`src/rtl/vga_timing_gen_if.sv`:
```
// vga_timing_gen_if: pixel request/response and RGB332 video bundle of vga_timing_gen.
// tp_sel is present only when VGA_TEST_PATTERN_EN is defined.
interface vga_timing_gen_if #(parameter int CW = 10);
    logic [2:0]    px_red;
    logic [2:0]    px_green;
    logic [1:0]    px_blue;
    logic [CW-1:0] x;
    logic [CW-1:0] y;
    logic          req;
    logic          h_sync;
    logic          v_sync;
    logic [2:0]    red;
    logic [2:0]    green;
    logic [1:0]    blue;
    logic          de;
    logic          frame_start;
    logic          line_start;
`ifdef VGA_TEST_PATTERN_EN
    logic          tp_sel;
    modport master (
        input  px_red, px_green, px_blue, tp_sel,
        output x, y, req, h_sync, v_sync, red, green, blue, de, frame_start, line_start
    );
    modport slave (
        output px_red, px_green, px_blue, tp_sel,
        input  x, y, req, h_sync, v_sync, red, green, blue, de, frame_start, line_start
    );
`else
    modport master (
        input  px_red, px_green, px_blue,
        output x, y, req, h_sync, v_sync, red, green, blue, de, frame_start, line_start
    );
    modport slave (
        output px_red, px_green, px_blue,
        input  x, y, req, h_sync, v_sync, red, green, blue, de, frame_start, line_start
    );
`endif
endinterface

```
`src/rtl/vga_timing_gen.sv`:
```
// vga_timing_gen: VGA raster timing with pixel request and 2-cycle RGB332 return path.
// Optional colour-bar test pattern enabled by defining VGA_TEST_PATTERN_EN (adds tp_sel).
module vga_timing_gen #(
    parameter int H_ADDR = 640,
    parameter int H_FP   = 16,
    parameter int H_SYNC = 96,
    parameter int H_BP   = 48,
    parameter int V_ADDR = 480,
    parameter int V_FP   = 10,
    parameter int V_SYNC = 2,
    parameter int V_BP   = 33,
    parameter bit H_POL  = 1'b0,
    parameter bit V_POL  = 1'b0,
    parameter int CW     = 10
) (
    input logic              pixel_clock,
    input logic              reset,
    vga_timing_gen_if.master vif
);
    localparam logic [CW-1:0] H_MAX  = CW'(H_ADDR + H_FP + H_SYNC + H_BP - 1);
    localparam logic [CW-1:0] V_MAX  = CW'(V_ADDR + V_FP + V_SYNC + V_BP - 1);
    localparam logic [CW-1:0] H_ACT  = CW'(H_ADDR);
    localparam logic [CW-1:0] V_ACT  = CW'(V_ADDR);
    localparam logic [CW-1:0] HS_BEG = CW'(H_ADDR + H_FP);
    localparam logic [CW-1:0] HS_END = CW'(H_ADDR + H_FP + H_SYNC - 1);
    localparam logic [CW-1:0] VS_BEG = CW'(V_ADDR + V_FP);
    localparam logic [CW-1:0] VS_END = CW'(V_ADDR + V_FP + V_SYNC - 1);

    logic [CW-1:0] r_hc, r_vc, r_x, r_y;
    logic [4:0]    r_c1, r_c2;
    logic          r_hs, r_vs, r_de, r_fs, r_ls;
    logic [7:0]    r_rgb;
    logic          w_h_end, w_v_end, w_act, w_hs, w_vs, w_fs, w_ls;
    logic [7:0]    w_src;

    assign w_h_end = r_hc == H_MAX;
    assign w_v_end = r_vc == V_MAX;
    assign w_act   = (r_hc < H_ACT) && (r_vc < V_ACT);
    assign w_hs    = (r_hc >= HS_BEG) && (r_hc <= HS_END);
    assign w_vs    = (r_vc >= VS_BEG) && (r_vc <= VS_END);
    assign w_fs    = (r_hc == '0) && (r_vc == '0);
    assign w_ls    = (r_hc == '0) && (r_vc < V_ACT);

`ifdef VGA_TEST_PATTERN_EN
    logic [CW-1:0] r_x2;
    logic [2:0]    w_bar;
    assign w_bar = 3'({r_x2, 3'b000} / (CW+3)'(H_ADDR));
    assign w_src = vif.tp_sel ? {{3{w_bar[2]}}, {3{w_bar[1]}}, {2{w_bar[0]}}}
                              : {vif.px_red, vif.px_green, vif.px_blue};
    always_ff @(posedge pixel_clock)
        r_x2 <= reset ? '0 : r_x;
`else
    assign w_src = {vif.px_red, vif.px_green, vif.px_blue};
`endif

    // control bits {hs, vs, de, fs, ls} ride two stages so they meet the returned pixel
    always_ff @(posedge pixel_clock) begin
        if (reset) begin
            r_hc  <= '0;
            r_vc  <= '0;
            r_x   <= '0;
            r_y   <= '0;
            r_c1  <= '0;
            r_c2  <= '0;
            r_hs  <= ~H_POL;
            r_vs  <= ~V_POL;
            r_de  <= 1'b0;
            r_fs  <= 1'b0;
            r_ls  <= 1'b0;
            r_rgb <= 8'h00;
        end else begin
            r_hc  <= w_h_end ? '0 : r_hc + 1'b1;
            r_vc  <= w_h_end ? (w_v_end ? '0 : r_vc + 1'b1) : r_vc;
            r_x   <= r_hc;
            r_y   <= r_vc;
            r_c1  <= {w_hs, w_vs, w_act, w_fs, w_ls};
            r_c2  <= r_c1;
            r_hs  <= ~(r_c2[4] ^ H_POL);
            r_vs  <= ~(r_c2[3] ^ V_POL);
            r_de  <= r_c2[2];
            r_fs  <= r_c2[1];
            r_ls  <= r_c2[0];
            r_rgb <= r_c2[2] ? w_src : 8'h00;
        end
    end

    assign vif.x           = r_x;
    assign vif.y           = r_y;
    assign vif.req         = r_c1[2];
    assign vif.h_sync      = r_hs;
    assign vif.v_sync      = r_vs;
    assign vif.de          = r_de;
    assign vif.frame_start = r_fs;
    assign vif.line_start  = r_ls;
    assign vif.red         = r_rgb[7:5];
    assign vif.green       = r_rgb[4:2];
    assign vif.blue        = r_rgb[1:0];
endmodule

```
`src/flat_wrapper.sv`:
```
// flat-port wrapper written by rule: the top's interface ports become plain ports
module vga_timing_gen_flat 
#(
    parameter int H_ADDR = 640,
    parameter int H_FP   = 16,
    parameter int H_SYNC = 96,
    parameter int H_BP   = 48,
    parameter int V_ADDR = 480,
    parameter int V_FP   = 10,
    parameter int V_SYNC = 2,
    parameter int V_BP   = 33,
    parameter bit H_POL  = 1'b0,
    parameter bit V_POL  = 1'b0,
    parameter int CW     = 10
)
  (pixel_clock, reset, vif_px_red, vif_px_green, vif_px_blue, vif_x, vif_y, vif_req, vif_h_sync, vif_v_sync, vif_red, vif_green, vif_blue, vif_de, vif_frame_start, vif_line_start);
  vga_timing_gen_if #(.CW(CW)) vif_i ();
  input logic pixel_clock;
  input logic reset;
  input wire logic [$bits(vif_i.px_red)-1:0] vif_px_red;
  input wire logic [$bits(vif_i.px_green)-1:0] vif_px_green;
  input wire logic [$bits(vif_i.px_blue)-1:0] vif_px_blue;
  output wire logic [$bits(vif_i.x)-1:0] vif_x;
  output wire logic [$bits(vif_i.y)-1:0] vif_y;
  output wire logic [$bits(vif_i.req)-1:0] vif_req;
  output wire logic [$bits(vif_i.h_sync)-1:0] vif_h_sync;
  output wire logic [$bits(vif_i.v_sync)-1:0] vif_v_sync;
  output wire logic [$bits(vif_i.red)-1:0] vif_red;
  output wire logic [$bits(vif_i.green)-1:0] vif_green;
  output wire logic [$bits(vif_i.blue)-1:0] vif_blue;
  output wire logic [$bits(vif_i.de)-1:0] vif_de;
  output wire logic [$bits(vif_i.frame_start)-1:0] vif_frame_start;
  output wire logic [$bits(vif_i.line_start)-1:0] vif_line_start;
  assign vif_i.px_red = vif_px_red;
  assign vif_i.px_green = vif_px_green;
  assign vif_i.px_blue = vif_px_blue;
  assign vif_x = vif_i.x;
  assign vif_y = vif_i.y;
  assign vif_req = vif_i.req;
  assign vif_h_sync = vif_i.h_sync;
  assign vif_v_sync = vif_i.v_sync;
  assign vif_red = vif_i.red;
  assign vif_green = vif_i.green;
  assign vif_blue = vif_i.blue;
  assign vif_de = vif_i.de;
  assign vif_frame_start = vif_i.frame_start;
  assign vif_line_start = vif_i.line_start;
  vga_timing_gen #(.H_ADDR(H_ADDR), .H_FP(H_FP), .H_SYNC(H_SYNC), .H_BP(H_BP), .V_ADDR(V_ADDR), .V_FP(V_FP), .V_SYNC(V_SYNC), .V_BP(V_BP), .H_POL(H_POL), .V_POL(V_POL), .CW(CW)) u_core (.pixel_clock(pixel_clock), .reset(reset), .vif(vif_i));
endmodule
```
`config.mk`:
```
export PLATFORM = sky130hd
export DESIGN_NAME = vga_timing_gen_flat
export DESIGN_NICKNAME = d
export VERILOG_FILES = /design/src/rtl/vga_timing_gen_if.sv /design/src/rtl/vga_timing_gen.sv /design/src/flat_wrapper.sv
export SDC_FILE = /design/constraint.sdc
export NUM_CORES = 1
export LEC_CHECK = 0
export CAP_MARGIN = 5
export CORE_MARGIN = 4
export CORE_UTILIZATION = 26
export CTS_CLUSTER_DIAMETER = 120
export DETAILED_ROUTE_END_ITERATION = 8
export PLACE_DENSITY = 0.51
export SETUP_SLACK_MARGIN = 0.4
export SKIP_LAST_GASP = 1
export SYNTH_ARGS = -nofsm -noshare
export SYNTH_HDL_FRONTEND = slang
export SYNTH_SLANG_ARGS = --single-unit
```
`constraint.sdc`:
```
create_clock -name pixel_clock -period 2.05 [get_ports pixel_clock]
set_input_delay 0.41 -clock pixel_clock [delete_from_list [all_inputs] [get_ports pixel_clock]]
set_output_delay 0.41 -clock pixel_clock [all_outputs]
set_load 0.1 [all_outputs]
```
### Routed metal, one colour a layer

(4 px per um) Two of the layers only.
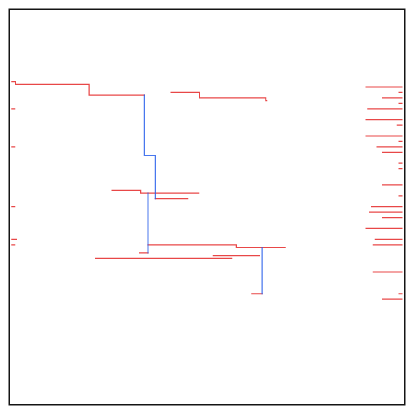
| colour | layer | wire length |
|---|---|---|
| red | met3 | 299 um |
| blue | met4 | 55.1 um |

### Sequential cells coloured by netlist name

(6 px per um)
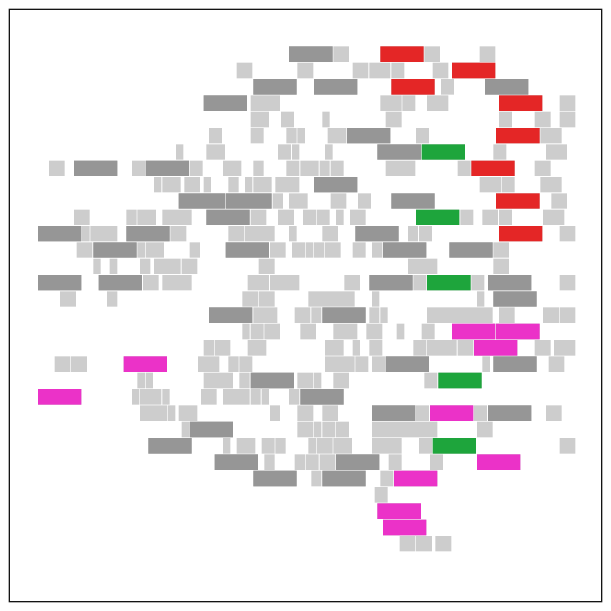
| colour | netlist name | placed flops |
|---|---|---|
| red | u_core.r_rgb | 8 |
| magenta | u_core.vif.y | 10 |
| green | u_core.r_c2 | 5 |
not coloured: 40
Register Area: 1264 um^2
Seq. pwr: 1.25 mW
flop share of the area: 42.51%

### Cell outlines without signal wires

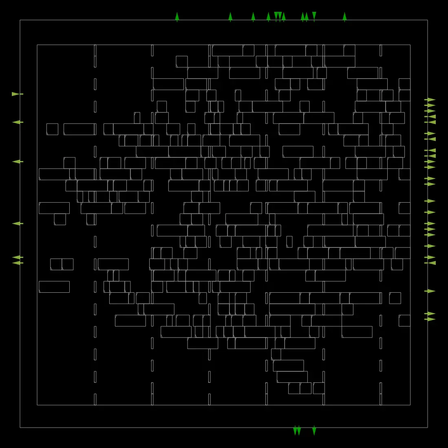
Tapcells: 102
CORE AREA: 7848 um^2
Flops: 63

### Port wiring

(4 px per um)
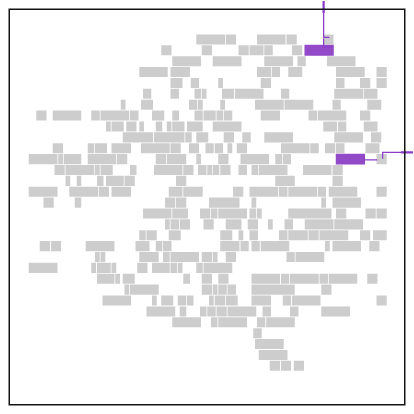
| colour | port | bits | direction | end cells | buffers | wire |
|---|---|---|---|---|---|---|
| purple | vif_blue | 2 | output | 2 | 2 | 22.6 um |
I/O Buffers: 43
io pins: 44

==> run_results.csv <==
group,metric,value,unit
power,powerDensity,891.3,nW/um^2
finish,nMultiInputCombCells,128,
synth,ys_sh_mux,0.4703,%
synth,synthCells,206,
critical_path,cp_slowest_cell,"or4b_4",
finish,layout.nonclk_buf_share,17.17,%
synth,synth-seq-cells,63,
finish,lay_top_count,"dfxtp_1",
power,p_sw_share,23.49,%
synth,top_cells_by_area,"dfxtp_1 (59%), nor2b_1 (6.5%), nor2_1 (3.0%)",
cts,h-tree-depth,3,
sta,max_slew_margin,71.88,%
critical_path,crit_path_end_kind,"register",
synth,netlist_area,2128,um^2
critical_path,startpoint_type,"register",
sta,finalHoldViolations,0,
global_route,grt_use_met2,13.16,%
power,seqPwrFrac,47.3,%
sta,setup_viol,1,
synth,top_cells_by_count,"dfxtp_1 (63), nor2b_1 (22), nor2_1 (17), nand2_1 (9)",
synth,ys_chip_area,2128,um^2
synth,ys_sh_adder,2.352,%
synth,ys_sh_aoi,4.586,%
routing,route.detailed.drc,0,
critical_path,worstPathArrival,2.32,ns
finish,fin_area,2973,um^2
sta,rsz0062_at_grt,"yes",
critical_path,cp_max_fo,8,
critical_path,crit_end,"u_core.r_vc[9]",
synth,yosysSeqAreaShare,59.26,%
synth,synthArstFlopShare,0,%
finish,syn_to_final_growth,39.68,%
critical_path,path_delay_family,"simple AND/OR/NAND/NOR gates",
routing,drt-total-wl,4.377,mm
synth,synth_top_cell_by_count,"dfxtp_1",
placed_design,place_ws,0.004460,ns
finish,final-comb-area,817.0,um^2
sta,setup_tns,-0.002955,ns
routing,met3_length,299,um
placed_design,hpwl,3.069,mm
floorplan,dieHeight,98.48,um
power,clock_power_share,45.9,%
sta,layout_min_cycle_time,2.053,ns
finish,layout.cells.most_common_list,"dfxtp_1 (61), buf_4 (53), nor2b_1 (22)",
hold_path,hold_depth,1,
cts,cts_made_buffers,9,
finish,fillers,802,
run_status,violations,"negative setup slack",
cts,cts.path.max_buffers,2,
finish,instances_no_fill,380,
cts,cts_setup_buffers,2,
critical_path,cp_num_buf_inv,0,
placed_design,gp_congestion,0.7366,
run,tool_warnings,31,
global_route,grt_start_max_net_pins,24,
synth,simple_gate_share,26.04,%
cts,clk_pin_slew,0.07,ns
synth,synth-edff-count,0,
routing,vias_per_cell,4.208,
critical_path,r2r_end,"u_core.r_vc[9]",
critical_path,path_cells,"or4b_4, or4_4, or4_1, a21oi_1",
critical_path,reg2reg_slack,-0.003,ns
routing,wl_met2,1.801,mm
power,power,2.650,mW
run,cap_violations,0,
sta,worst_hold_slack,0.3702,ns
sta,worst_slack,-0.002955,ns
synth,ys_top_logic_family,"simple AND/OR/NAND/NOR gates",
sta,fin_crit_sh,100.1,%
run_status,outcome,"complete, but fails checks",
Power and IR drop assume default switching activity.
